$ cat src/rtl/lfsr_word_seq.sv
// lfsr_word_seq: sequences a serial LFSR into WORD_WIDTH-bit words.
// Optional error injection on bit 0: define LFSR_WORD_SEQ_ERRINJ_EN.
module lfsr_word_seq #(
    parameter int WORD_WIDTH = 8,
    parameter int CNT_WIDTH  = 16
) (
    input  logic                  clk,
    input  logic                  res_n,
    input  logic                  start,
    input  logic                  clear_first,
    input  logic [CNT_WIDTH-1:0]  num_words,
    input  logic                  lfsr_d_out,
`ifdef LFSR_WORD_SEQ_ERRINJ_EN
    input  logic                  err_inj,
`endif
    output logic                  lfsr_enable,
    output logic                  lfsr_clear,
    output logic [WORD_WIDTH-1:0] word_data,
    output logic                  word_valid,
    input  logic                  word_ready,
    output logic                  busy,
    output logic                  done
);

    localparam int BW = $clog2(WORD_WIDTH);
    localparam logic [BW-1:0] LAST = BW'(WORD_WIDTH - 1);

    typedef enum logic [2:0] {
        S_IDLE,
        S_CLEAR,
        S_SHIFT,
        S_OUTPUT,
        S_DONE
    } state_e;

    state_e                state_q, state_d;
    logic [WORD_WIDTH-1:0] word_q, word_d;
    logic [CNT_WIDTH-1:0]  remain_q, remain_d;
    logic [BW-1:0]         bit_q, bit_d;
    logic                  in_bit;

    // Incoming serial bit, optionally corrupted on the final shift.
    always_comb begin
        in_bit = lfsr_d_out;
`ifdef LFSR_WORD_SEQ_ERRINJ_EN
        if (bit_q == '0) begin
            in_bit = lfsr_d_out ^ err_inj;
        end
`endif
    end

    // State, word, remaining-count and bit-position registers.
    always_ff @(posedge clk or negedge res_n) begin
        if (!res_n) begin
            state_q  <= S_IDLE;
            word_q   <= '0;
            remain_q <= '0;
            bit_q    <= '0;
        end else begin
            state_q  <= state_d;
            word_q   <= word_d;
            remain_q <= remain_d;
            bit_q    <= bit_d;
        end
    end

    // Next-state logic; count is captured only when leaving IDLE.
    always_comb begin
        state_d  = state_q;
        word_d   = word_q;
        remain_d = remain_q;
        bit_d    = bit_q;
        unique case (state_q)
            S_IDLE: begin
                if (start) begin
                    remain_d = num_words;
                    bit_d    = LAST;
                    if (num_words == '0) begin
                        state_d = S_DONE;
                    end else if (clear_first) begin
                        state_d = S_CLEAR;
                    end else begin
                        state_d = S_SHIFT;
                    end
                end
            end
            S_CLEAR: begin
                state_d = S_SHIFT;
            end
            S_SHIFT: begin
                word_d = {word_q[WORD_WIDTH-2:0], in_bit};
                if (bit_q == '0) begin
                    state_d = S_OUTPUT;
                end else begin
                    bit_d = bit_q - 1'b1;
                end
            end
            S_OUTPUT: begin
                if (word_ready) begin
                    remain_d = remain_q - 1'b1;
                    bit_d    = LAST;
                    if (remain_q == CNT_WIDTH'(1)) begin
                        state_d = S_DONE;
                    end else begin
                        state_d = S_SHIFT;
                    end
                end
            end
            S_DONE: begin
                state_d = S_IDLE;
            end
            default: begin
                state_d = S_IDLE;
            end
        endcase
    end

    // Moore outputs decoded from the registered state.
    assign lfsr_enable = (state_q == S_SHIFT);
    assign lfsr_clear  = (state_q == S_CLEAR);
    assign word_valid  = (state_q == S_OUTPUT);
    assign busy        = (state_q != S_IDLE);
    assign done        = (state_q == S_DONE);
    assign word_data   = word_q;

endmodule

$ cat config.mk
export PLATFORM = sky130hd
export DESIGN_NAME = lfsr_word_seq
export DESIGN_NICKNAME = d
export VERILOG_FILES = /design/src/rtl/lfsr_word_seq.sv
export SDC_FILE = /design/constraint.sdc
export NUM_CORES = 1
export LEC_CHECK = 0
export CAP_MARGIN = 20
export CELL_PAD_IN_SITES_DETAIL_PLACEMENT = 0
export CELL_PAD_IN_SITES_GLOBAL_PLACEMENT = 1
export CORE_UTILIZATION = 35
export CTS_CLUSTER_DIAMETER = 30
export DETAILED_ROUTE_END_ITERATION = 10
export GPL_ROUTABILITY_DRIVEN = 0
export PLACE_DENSITY = 0.8
export SYNTH_ARGS = -nofsm -noshare
export SYNTH_HDL_FRONTEND = slang
export SYNTH_SLANG_ARGS = --single-unit
export TNS_END_PERCENT = 20
$ cat constraint.sdc
create_clock -name clk -period 1.9 [get_ports clk]
set_clock_uncertainty 0.1 [all_clocks]
set_input_delay 0.38 -clock clk [delete_from_list [all_inputs] [get_ports clk]]
set_output_delay 0.38 -clock clk [all_outputs]
set_load 0.01 [all_outputs]
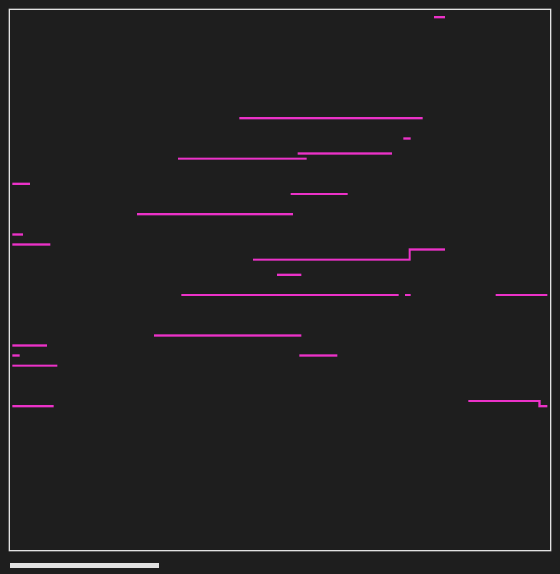
(run_1/m3.png)
Bar = 20 um.
longest straight run: 29.0 um
wire length on this layer: 209 um
main direction: horizontal
nets with wire on the layer: 16
share of all routed wire: 4.5%
WL final: 4670 um
routing usage on met3: 3.45%

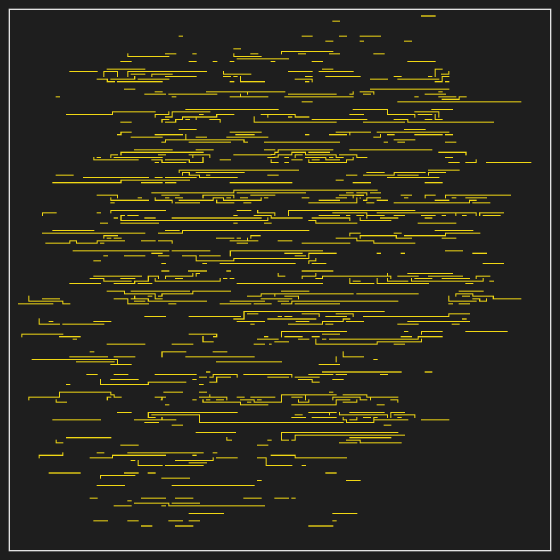
(run_1/m1.png)
wire length on this layer: 2,180 um
nets with wire on the layer: 260
share of all routed wire: 47%
longest straight run: 19.8 um
main direction: horizontal
Vias: 1,764
grt met1 use: 26.7%

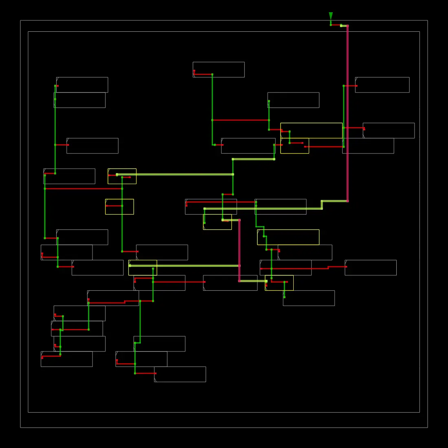
(run_1/clock_nets.png)
Power Clock: 0.000807 W
Sink Count: 30
Flops: 30

[run 1: state kept, by name, indices dropped and copies added, names as in the netlist]
name,cells
state_q,3
bit_q,3
remain_q,16
word_data,8
[run 1: layout by cell type (no fill, tap or decap), types with 2 or more instances in the layout]
cell type         n
nand3_1           7
buf_4            39
and2_1            2
o21ai_1           3
a211oi_1          2
nor4_1            6
dlygate4sd2_1     4
or4_4             3
nor3_1            7
a21o_1            2
clkdlybuf4s50_1  29
dfrtp_2           4
mux2_2            8
nand3b_1          2
or3_1             3
inv_1             2
nor2_1            4
clkbuf_8          6
o2bb2ai_1         3
inv_2             3
nor3b_1           2
nor2b_2           2
bufinv_16         2
o22ai_1           7
ha_1              3
a21oi_1          23
nand2_1          18
o21ai_0          14
dfrtp_1          26
[run 1: critical path: cells and delay by family (launching register included)]
kind	cells	cell delay, ns
and+or+nand+nor	2	0.83
AOI/OAI and AO/OA	2	0.28
DFF	1	0.42
adders and majority gates	1	0.13
buffers and inverters	1	0.10
[run 1: worst max path at each step]
stage / from / end / slack, ns / cells after the start
final: remain_q[0]$_DFFE_PN0P_ / remain_q[14]$_DFFE_PN0P_ / -0.03 / 6
after global routing: remain_q[0]$_DFFE_PN0P_ / remain_q[14]$_DFFE_PN0P_ / -0.08 / 6
after CTS: remain_q[0]$_DFFE_PN0P_ / remain_q[14]$_DFFE_PN0P_ / -0.05 / 6
after detailed placement: num_words[8] / state_q[1]$_DFFE_PN0P_ / -0.18 / 6
after global placement: num_words[8] / state_q[1]$_DFFE_PN0P_ / -0.20 / 6
after floorplan: remain_q[0]$_DFFE_PN0P_ / remain_q[14]$_DFFE_PN0P_ / -0.04 / 7
==> flow_summary.toml, run 1 <==
# generated from flow reports
[logic_synthesis]
yosysWarnings = 0
yosys-stat-area_sq_um = 1750
async_reset_ff_share_pct = 100
synth_area_sq_um = 1750
edf_count = 0
ys_sh_mux_pct = 5.72
ys_sh_simple_pct = 23.0
ys_cells = 192
synth.avg_cell_area_sq_um = 9.12
synth_top_flop_cell = "dfrtp_1"
area_leaders = "dfrtp_1 (43%), a21oi_1 (6.6%), mux2_2 (5.1%)"
synth_dominant_cell_count = "dfrtp_1"

[pwr]
vdd_drop_max_uv = 969
power.internal_w = 0.00261
p_seq_w = 0.00131
switchingPower_w = 0.00156
share_clk_of_total_power_pct = 19.3
finalPower_w = 0.00418

[min_path]
hold_path.class = "input port to async pin"

[grt]
grt_util_all_layers_pct = 19.2
grt_use_met2_pct = 29.6
overflow = 0
grt_max_degree = 31
grt_pass1_wl_um = 7690
busiest_layer = "met2"

[floorplan]
die_x_um = 72.7
core_area_sq_um = 4750
rows = 25
die_y_um = 72.7

[worst_setup_path]
cp.required_ns = 2.02
cp.arrival_ns = 2.05
critical_path.max_stage_delay_ns = 0.44
critPathSlowestCell = "or4_4"
ff2ff_setup_slack_ns = -0.03
crit_chain = "inv_2 > ha_4 > or3b_4 > or4_4 > a21oi_2 > a2bb2oi_2"

[sta]
finalSetupTns_ns = -0.0311
timing.final.crit_share_pct = 102
finalHoldViolCount = 0
tightest_slew_ns = 0.376
fmax_mhz = 518
finalSetupViolations = 1
slew_headroom_pct = 74.7
setup_ws_ns = -0.0311
slew_violations = 0

[clock_network]
numCtsBuffers = 5
clockBufferDepth = 2
post_cts_buffers = 0
clk_pin_slew_ns = 0.07
holdBufCountCts = 0
clkLatencyLatePin_ns = 0.28
cts_resized = 11
cts.htree.levels = 2

[route]
wl_met3_um = 209
postRouteAntennaNets = 0
highest_layer = "met4"
drc_errors = 0
m1WireLength_um = 2180
drtIter0Drc = 84
dr_wl_met2_um = 2220

[placed_design]
dpl_cell_area_sq_um = 2420
io_buffer_count = 34
dp_slack_ns = -0.180
hpwl_um = 3420

[cells_and_area]
seq_share_pct = 28.9
syn_to_final_growth_pct = 49.5
final-clk-cell-share_pct = 5.45
buf_share_pct = 23.8
final_cell_area_sq_um = 2620
inv_count = 5
n_all_buffers = 73
dominant-cell-class = "combinational gates"

[job]
drv_cap = 0

[status]
status = "finished with violations"
violations = "negative setup slack"
==> run 1 -> run 2 <==
- GPL_TIMING_DRIVEN: unset -> 0
- MAX_ROUTING_LAYER: unset -> met4
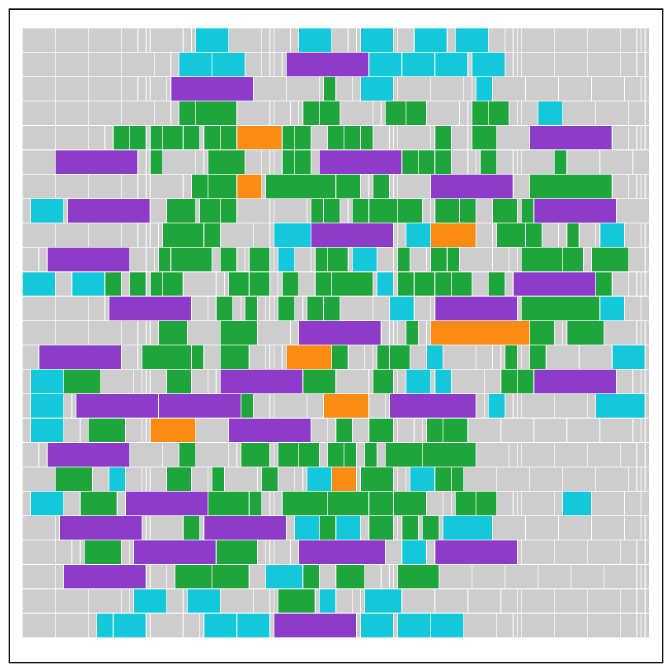
(run_2/class_map.png)
Fill, decap, tap and diode cells in grey.
legend:
  orange:
    class: clock drivers and dummy loads
    cells: 8
    share_of_their_area: 4.7%
  green:
    class: remaining logic cells
    cells: 151
    share_of_their_area: 44%
  cyan:
    class: remaining buffers and delay cells
    cells: 55
    share_of_their_area: 20%
  purple:
    class: registers
    cells: 30
    share_of_their_area: 31%

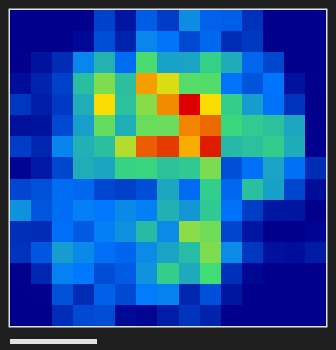
(run_2/route_heat.png)
Bar = 20 um. The die is cut into 15 by 15 equal tiles; dark blue is low, red is high, scaled to the fullest tile. Values are wire area over tile area, all layers added.
fullest tile: 0.62
nearly empty tiles: 20%
densest ninth of the die: centre
mean over tiles: 0.15
WL final: 4900 um
Vias: 1,738
overall track demand over capacity in global routing: 20.8%
WL per Instance: 15.8 um

==> flow_summary.toml, run 2 <==
# generated from flow reports
[status]
status = "finished with violations"
violations = "negative setup slack"

[worst_setup_path]
critical_path.max_stage_delay_ns = 0.43
crit_chain = "inv_2 > ha_4 > or3b_4 > buf_8 > or4_4 > o22ai_2 > a2bb2oi_2"
cp.arrival_ns = 2.11

[job]
drv_cap = 0

[cells_and_area]
largest-register = "remain_q"
largest_register_ffs = 16
dominant-cell-class = "combinational gates"
n_sequential_cell = 30
final-clk-cell-share_pct = 4.56
buf_share_pct = 19.5
seq_share_pct = 30.2
syn_to_final_growth_pct = 42.6
n_all_buffers = 55

[sta]
setup_ws_ns = -0.137
finalSetupViolations = 8
slew_headroom_pct = 53.5
finalHoldViolCount = 0
fmax_mhz = 491

[route]
drc_errors = 0
highest_layer = "met4"
wl_met3_um = 297
postRouteAntennaNets = 0
dr_wl_met2_um = 2250

[logic_synthesis]
async_reset_ff_share_pct = 100
synth.avg_cell_area_sq_um = 9.12
edf_count = 0
synth_top_flop_cell = "dfrtp_1"
synth_area_sq_um = 1750
yosys-stat-area_sq_um = 1750
ys_cells = 192
synth_dominant_cell_count = "dfrtp_1"

[min_path]
hold_path.class = "input port to async pin"

[floorplan]
die_y_um = 72.7
rows = 25
die_x_um = 72.7

[clock_network]
clkLatencyLatePin_ns = 0.29
numCtsBuffers = 5
post_cts_buffers = 8
cts.sinks = 30
holdBufCountCts = 0
cts.htree.levels = 2
cts_resized = 31

[pwr]
vdd_drop_max_uv = 926
finalPower_w = 0.00409

[placed_design]
hpwl_um = 3260
io_buffer_count = 34

[grt]
grt_use_met1_pct = 29.1
grt_use_met3_pct = 4.14
overflow = 0
grt_use_met2_pct = 29.5
[run 2: cell counts after synthesis]
Identical to the previous run, type by type.
[run 2: stage by stage]
stage | worst slack (ns) | utilization [%] | area, sq um
detailed placement | -0.653 | 45.9 | 2180
global route | -0.183 | 52.5 | 2500
floorplan | -0.0418 | - | 1760
CTS | -0.203 | 50.4 | 2400
global placement | -0.691 | 46.0 | 2190
finish | -0.137 | 52.5 | 2500
[run 2: cells by family (layout without fill, tap and decap cells)]
logic type / count (synthesis) / after routing / synth area share [%]
and+or+nand+nor: 69 / 69 / 23.0
AOI/OAI and AO/OA: 64 / 64 / 21.7
DFF: 30 / 30 / 42.9
buffers and inverters: 16 / 68 / 3.79
muxes: 9 / 9 / 5.72
adders and majority gates: 4 / 4 / 2.86
[run 2: where the power goes]
group	internal, W	total, W	switching [W]
clock network	0.000390	0.000669	0.000279
registers	0.000955	0.00131	0.000352
logic	0.00110	0.00211	0.00102
total	0.00244	0.00409	0.00165
[run 2: worst paths after layout]
path	end	cells past startpoint	startpoint
setup / recovery	remain_q[14]$_DFFE_PN0P_	7	remain_q[1]$_DFFE_PN0P_
hold / removal	word_data[3]$_DFFE_PN0P_	1	res_n
setup reg to reg	remain_q[14]$_DFFE_PN0P_	7	remain_q[1]$_DFFE_PN0P_
hold reg to reg	bit_q[1]$_DFFE_PN0P_	1	bit_q[1]$_DFFE_PN0P_
max in group asynchronous	state_q[2]$_DFFE_PN0P_	1	res_n
min in group clk	bit_q[1]$_DFFE_PN0P_	1	bit_q[1]$_DFFE_PN0P_
[run 2: critical path: cells and delay by family, from the launching register on]
kind                     cells  cell delay [ns]
AND/OR/NAND/NOR              2             0.81
AND-OR/OR-AND                2             0.23
buffers and inverters        2             0.24
adder cells (fa/ha/maj)      1             0.13
flip-flops                   1             0.41
No activity file was given, so power comes from the tool's default toggle rates.
